==> images/ff_map.png <==
Other sequential cells in the stronger gray, the rest of the logic in the fainter gray.
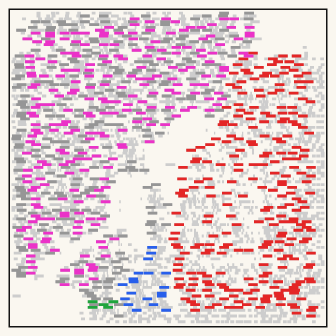
==> images/pinout.png <==
Pins as bars across the die edge, other pins in gray.
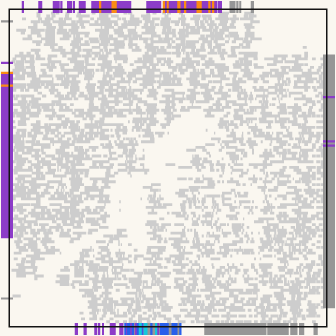
==> images/m3.png <==
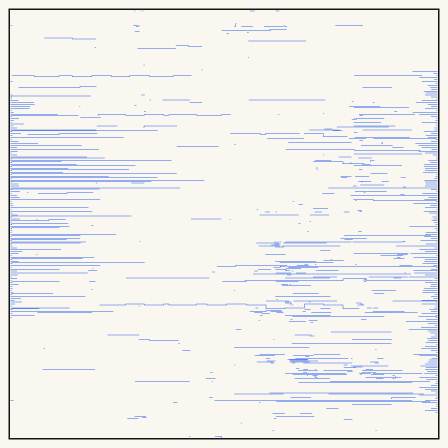
<file path="config.mk">
export PLATFORM = sky130hd
export DESIGN_NAME = vector_mem_sequencer
export DESIGN_NICKNAME = d
export VERILOG_FILES = /design/src/rtl/vector_mem_sequencer.sv
export SDC_FILE = /design/constraint.sdc
export NUM_CORES = 2
export LEC_CHECK = 0
export CORE_UTILIZATION = 37
export DETAILED_ROUTE_END_ITERATION = 10
export GPL_TIMING_DRIVEN = 0
export PLACE_DENSITY = 0.59
export SLEW_MARGIN = 20
export SYNTH_ARGS = -nofsm -noshare
export SYNTH_HDL_FRONTEND = slang
export SYNTH_SLANG_ARGS = --single-unit
</file>
<file path="constraint.sdc">
create_clock -name clk -period 55.2 [get_ports clk]
set_input_delay 8.28 -clock clk [delete_from_list [all_inputs] [get_ports clk]]
set_output_delay 8.28 -clock clk [all_outputs]
set_load 0.1 [all_outputs]
</file>
<file path="src/rtl/vector_mem_sequencer.sv">
// Vector load/store sequencer for the MEM stage: one RAM element access per clock,
// with loads gathered into a shadow vector and published atomically on completion.
module vector_mem_sequencer #(
    parameter int ELEMENTS = 16,
    parameter int ELEM_W   = 16,
    parameter int ADDR_W   = 19,
    parameter int RAM_LAT  = 1
) (
    input  logic                         clk,
    input  logic                         rst,
    input  logic                         start_load,
    input  logic                         start_store,
    input  logic [ADDR_W-1:0]            base_addr,
    input  logic [ELEMENTS*ELEM_W-1:0]   store_vec,
    input  logic [4:0]                   rd_in,
    output logic [ADDR_W-1:0]            mem_addr,
    output logic [ELEM_W-1:0]            mem_wdata,
    output logic                         mem_wren,
    input  logic [ELEM_W-1:0]            mem_rdata,
    output logic                         busy,
    output logic                         done,
    output logic [ELEMENTS*ELEM_W-1:0]   vec_out,
    output logic [4:0]                   rd_out
);

    localparam int VEC_W = ELEMENTS * ELEM_W;
    localparam int CNT_W = $clog2(ELEMENTS + 1);

    localparam logic [2:0] IDLE     = 3'd0;
    localparam logic [2:0] LD_ISSUE = 3'd1;
    localparam logic [2:0] LD_DRAIN = 3'd2;
    localparam logic [2:0] ST       = 3'd3;
    localparam logic [2:0] FIN      = 3'd4;

    logic [2:0]         state;
    logic [ADDR_W-1:0]  base_q;
    logic [VEC_W-1:0]   store_q;
    logic [VEC_W-1:0]   shadow;
    logic [VEC_W-1:0]   shadow_next;
    logic [4:0]         rd_q;
    logic [CNT_W-1:0]   issue_cnt;
    logic [CNT_W-1:0]   cap_cnt;
    logic [RAM_LAT-1:0] tag;
    logic               issuing;
    logic               capture;
    logic               last_issue;
    logic               last_cap;

    assign issuing    = (state == LD_ISSUE);
    assign capture    = tag[RAM_LAT-1];
    assign last_issue = (issue_cnt == CNT_W'(ELEMENTS - 1));
    assign last_cap   = capture && (cap_cnt == CNT_W'(ELEMENTS - 1));

    // Outputs decode from state so reset removes mem_wren without waiting for a clock.
    assign busy     = (state == LD_ISSUE) || (state == LD_DRAIN) || (state == ST);
    assign done     = (state == FIN);
    assign mem_wren = (state == ST);
    assign mem_addr = (state == ST || state == LD_ISSUE) ? base_q + ADDR_W'(issue_cnt) : '0;

    always_comb begin
        mem_wdata = '0;
        if (state == ST) begin
            for (int unsigned i = 0; i < ELEMENTS; i++) begin
                if (issue_cnt == CNT_W'(i)) mem_wdata = store_q[i*ELEM_W +: ELEM_W];
            end
        end
    end

    always_comb begin
        shadow_next = shadow;
        for (int unsigned i = 0; i < ELEMENTS; i++) begin
            if (capture && cap_cnt == CNT_W'(i)) shadow_next[i*ELEM_W +: ELEM_W] = mem_rdata;
        end
    end

    always_ff @(posedge clk or posedge rst) begin
        if (rst) begin
            state     <= IDLE;
            base_q    <= '0;
            store_q   <= '0;
            rd_q      <= '0;
            issue_cnt <= '0;
            cap_cnt   <= '0;
            tag       <= '0;
            shadow    <= '0;
            vec_out   <= '0;
            rd_out    <= '0;
        end else begin
            tag[0] <= issuing;
            for (int unsigned i = 1; i < RAM_LAT; i++) tag[i] <= tag[i-1];

            if (capture) begin
                shadow  <= shadow_next;
                cap_cnt <= cap_cnt + 1'b1;
            end
            // The final lane is merged directly so vec_out changes in one step on entry to FIN.
            if (last_cap) begin
                vec_out <= shadow_next;
                rd_out  <= rd_q;
            end

            case (state)
                IDLE: begin
                    issue_cnt <= '0;
                    cap_cnt   <= '0;
                    if (start_load) begin
                        base_q <= base_addr;
                        rd_q   <= rd_in;
                        state  <= LD_ISSUE;
                    end else if (start_store) begin
                        base_q  <= base_addr;
                        store_q <= store_vec;
                        state   <= ST;
                    end
                end
                ST: begin
                    issue_cnt <= issue_cnt + 1'b1;
                    if (last_issue) state <= FIN;
                end
                LD_ISSUE: begin
                    issue_cnt <= issue_cnt + 1'b1;
                    if (last_issue) state <= LD_DRAIN;
                end
                LD_DRAIN: begin
                    if (last_cap) state <= FIN;
                end
                FIN:     state <= IDLE;
                default: state <= IDLE;
            endcase
        end
    end

endmodule

</file>
==> qor.log <==
qor: run_status.status complete, no violations
qor: timing.fin_hold_ws 470 ps
qor: synth.synth_chip_area 33000 sq um
qor: layout.layout-drive-gt1-share 31.9%
qor: floorplanning.initCoreUtil 37.4%
qor: floorplanning.num_rows 109
qor: synth.postSynth.asyncResetShare 100%
qor: critical_path.kind_of_end_point_of_the_critical_path primary output
qor: pwr.power_leakage 0.0190 uW
qor: synth.topCombFamilyByArea multiplexers
qor: synth.post_synth_instance_area 33000 sq um
qor: synth.syn-num-nets 2699
qor: layout.synthToLayoutAreaGrowth 32.2%
qor: global_route.grt_max_degree 109
qor: clocking.clock.latency.late_pin 650 ps
qor: global_route.grt_pass1_wl 174000 um
qor: synth.compound_area_share 5.57%
qor: synth.share_of_cell_area_taken_by_muxes_after_synthesis 25.7%
qor: route.detail_route.wl_per_cell 27.9 um
qor: synth.postSynthRegisterBits 795
qor: timing.report.final.slew_viol_count 0
qor: timing.finalClockSkew 17.7 ps
qor: synth.enable_flop_cells 0
qor: floorplanning.floorplan.io_pins 599
qor: synth.largest_area_cell dfrtp_1
qor: synth.synth.area.top_cells dfrtp_1, mux2_2, nand2_1
qor: critical_path.timing.setup.critical_path_class register to primary output
qor: place.place_ws 40930 ps
qor: global_route.grt_pass1_vias 24600
qor: timing.fmax 66.6 MHz
qor: route.routed_via_density 5.32
qor: synth.synthTopCellsByCount dfrtp_1, mux2_2, nand2_1
qor: global_route.initial_antenna_violation_count 10
qor: synth.synth-cells-yosys 2383
qor: critical_path.worst-endpoint-required 46920 ps
qor: pwr.report.power.total 2940 uW
qor: place.port_buffers 598
qor: route.dr.first_iter.drc_count 1744
qor: route.detail_route.wirelength 121000 um
qor: route.firstDrtPassIters 6
qor: timing.worst_slew_pin_tran 1250 ps
qor: synth.xor_share 0.504%
qor: critical_path.crit_fanout 10
qor: floorplanning.floorplan.die.width 301 um
qor: global_route.grt.overflow.total 0
qor: worst_hold_path.hold_path_class register to register
qor: clocking.htree_num_levels 3
qor: synth.synthSimpleGateAreaFrac 5.04%
qor: place.numPlacedInstances 4153
qor: synth.most_common_cell dfrtp_1
qor: route.dr_total_vias 23000
qor: timing.final_critical_path_setup_slack 40180 ps
qor: timing.finalCriticalPeriod 15020 ps
qor: timing.finalCritPeriodShare 27.2%
qor: global_route.track_usage 26.6%
qor: synth.yosys_most_used_dff dfrtp_1
qor: clocking.clock_sink_count 795
-- ff_map.png (at the start) --
- red: store_q (sequential cells 256)
- blue: base_q (sequential cells 19; where bottom middle)
- green: rd_q (sequential cells 5)
- magenta: shadow (sequential cells 240)
- not colored: 275

-- pinout.png (at the start) --
- cyan: rd_out (pins 5; direction output; edge bottom)
- orange: mem_rdata (pins 16; direction input; edge 14 top, 2 left)
- blue: base_addr (pins 19; direction input; edge bottom)
- purple: vec_out (pins 256; direction output; edge 115 top, 115 left, 23 bottom, 3 right)

-- m3.png (at the start) --
- wire length on this layer: 10200 um
- nets with wire on the layer: 481

-- logic make-up (layout without fill, tap and decap cells) --
kind of cell | after synthesis | in the layout
DFF | 795 | 795
muxes | 753 | 753
and+or+nand+nor | 336 | 336
AOI/OAI and AO/OA | 282 | 282
buffers and inverters | 182 | 948
xor gates and xnor gates | 19 | 19
adders and majority gates | 16 | 16
other | 0 | 5
-- final timing paths --
path / cells past startpoint / start / endpoint / slack (ps)
min in group asynchronous: 2 / rst / vec_out[34] / 8160
setup reg to reg: 10 / issue_cnt[1] / state[2] / 50570
max in group asynchronous: 4 / rst / shadow[193] / 45460
hold / removal: 2 / rd_q[4] / rd_out[4] / 470
setup / recovery: 11 / issue_cnt[1] / mem_wdata[14] / 40180
hold reg to reg: 2 / rd_q[4] / rd_out[4] / 470
-- stage by stage --
step	instance area (sq um)	util [%]
2_1_floorplan	33000	-
3_3_place_gp	40500	45.8
3_5_place_dp	40700	46.0
4_1_cts	43700	49.4
5_1_grt	43700	49.4
6_report	43700	49.4
-- layer usage --
layer  share of wire (%)  vias to the layer above  global-route usage [%]
met5               0.028                        -                       0
met4                 2.9                        4                    7.65
met3                 8.5                      168                    8.12
met2                  48                      850                    44.4
met1                  40                    12000                    33.1
li1                    -                     9948                       -
-- layout by cell type (no fill, tap or decap), drive strengths merged, types with 9 or more instances in the layout --
master and count:
a221oi 30, nor2 73, a211oi 23, clkbuf 202, and2 9, a21oi 71, clkdlybuf4s50 592, nor3 22
mux2 751, xnor2 15, ha 15, buf 101, o211ai 11, nand2 149, clkinv 15, o22ai 31
dfrtp 795, inv 27, nand3 14, o21ai 58
-- where the power goes --
group	leakage [uW]	switching [uW]	internal, uW	total (uW)
registers	0.0100	119	812	931
clock network	0.00148	246	365	611
logic	0.00756	989	407	1400
-- layout make-up --
type	count	area, sq um	share of cell area (%)
diodes	5	12.5	0.0286
plain buffers	159	707	1.62
clock buffers	130	2600	5.96
clock inverters	30	413	0.945
inverters	23	93.8	0.215
multi-input cells	1406	12400	28.3
flip-flops and latches	795	19900	45.5
well taps	1165	1460	3.34
repair buffers	606	6150	14.1
-- state kept, by name, summed over array words and instances (netlist names) --
name	cells
base_q	19
cap_cnt	5
capture	1
issue_cnt	5
rd_out	5
rd_q	5
shadow	240
state	3
store_q	256
vec_out	256
-- worst max-delay path, stage by stage (launching register included) --
cell and delay [ps]:
dfrtp_1 480, ha_1 190, buf_2 270, clkbuf_1 590, clkbuf_1 610, and3_1 250
ha_1 440, clkbuf_1 540, buf_1 790, a21oi_1 330, o22ai_1 340, clkdlybuf4s50_1 1250
Power and IR drop assume default switching activity.
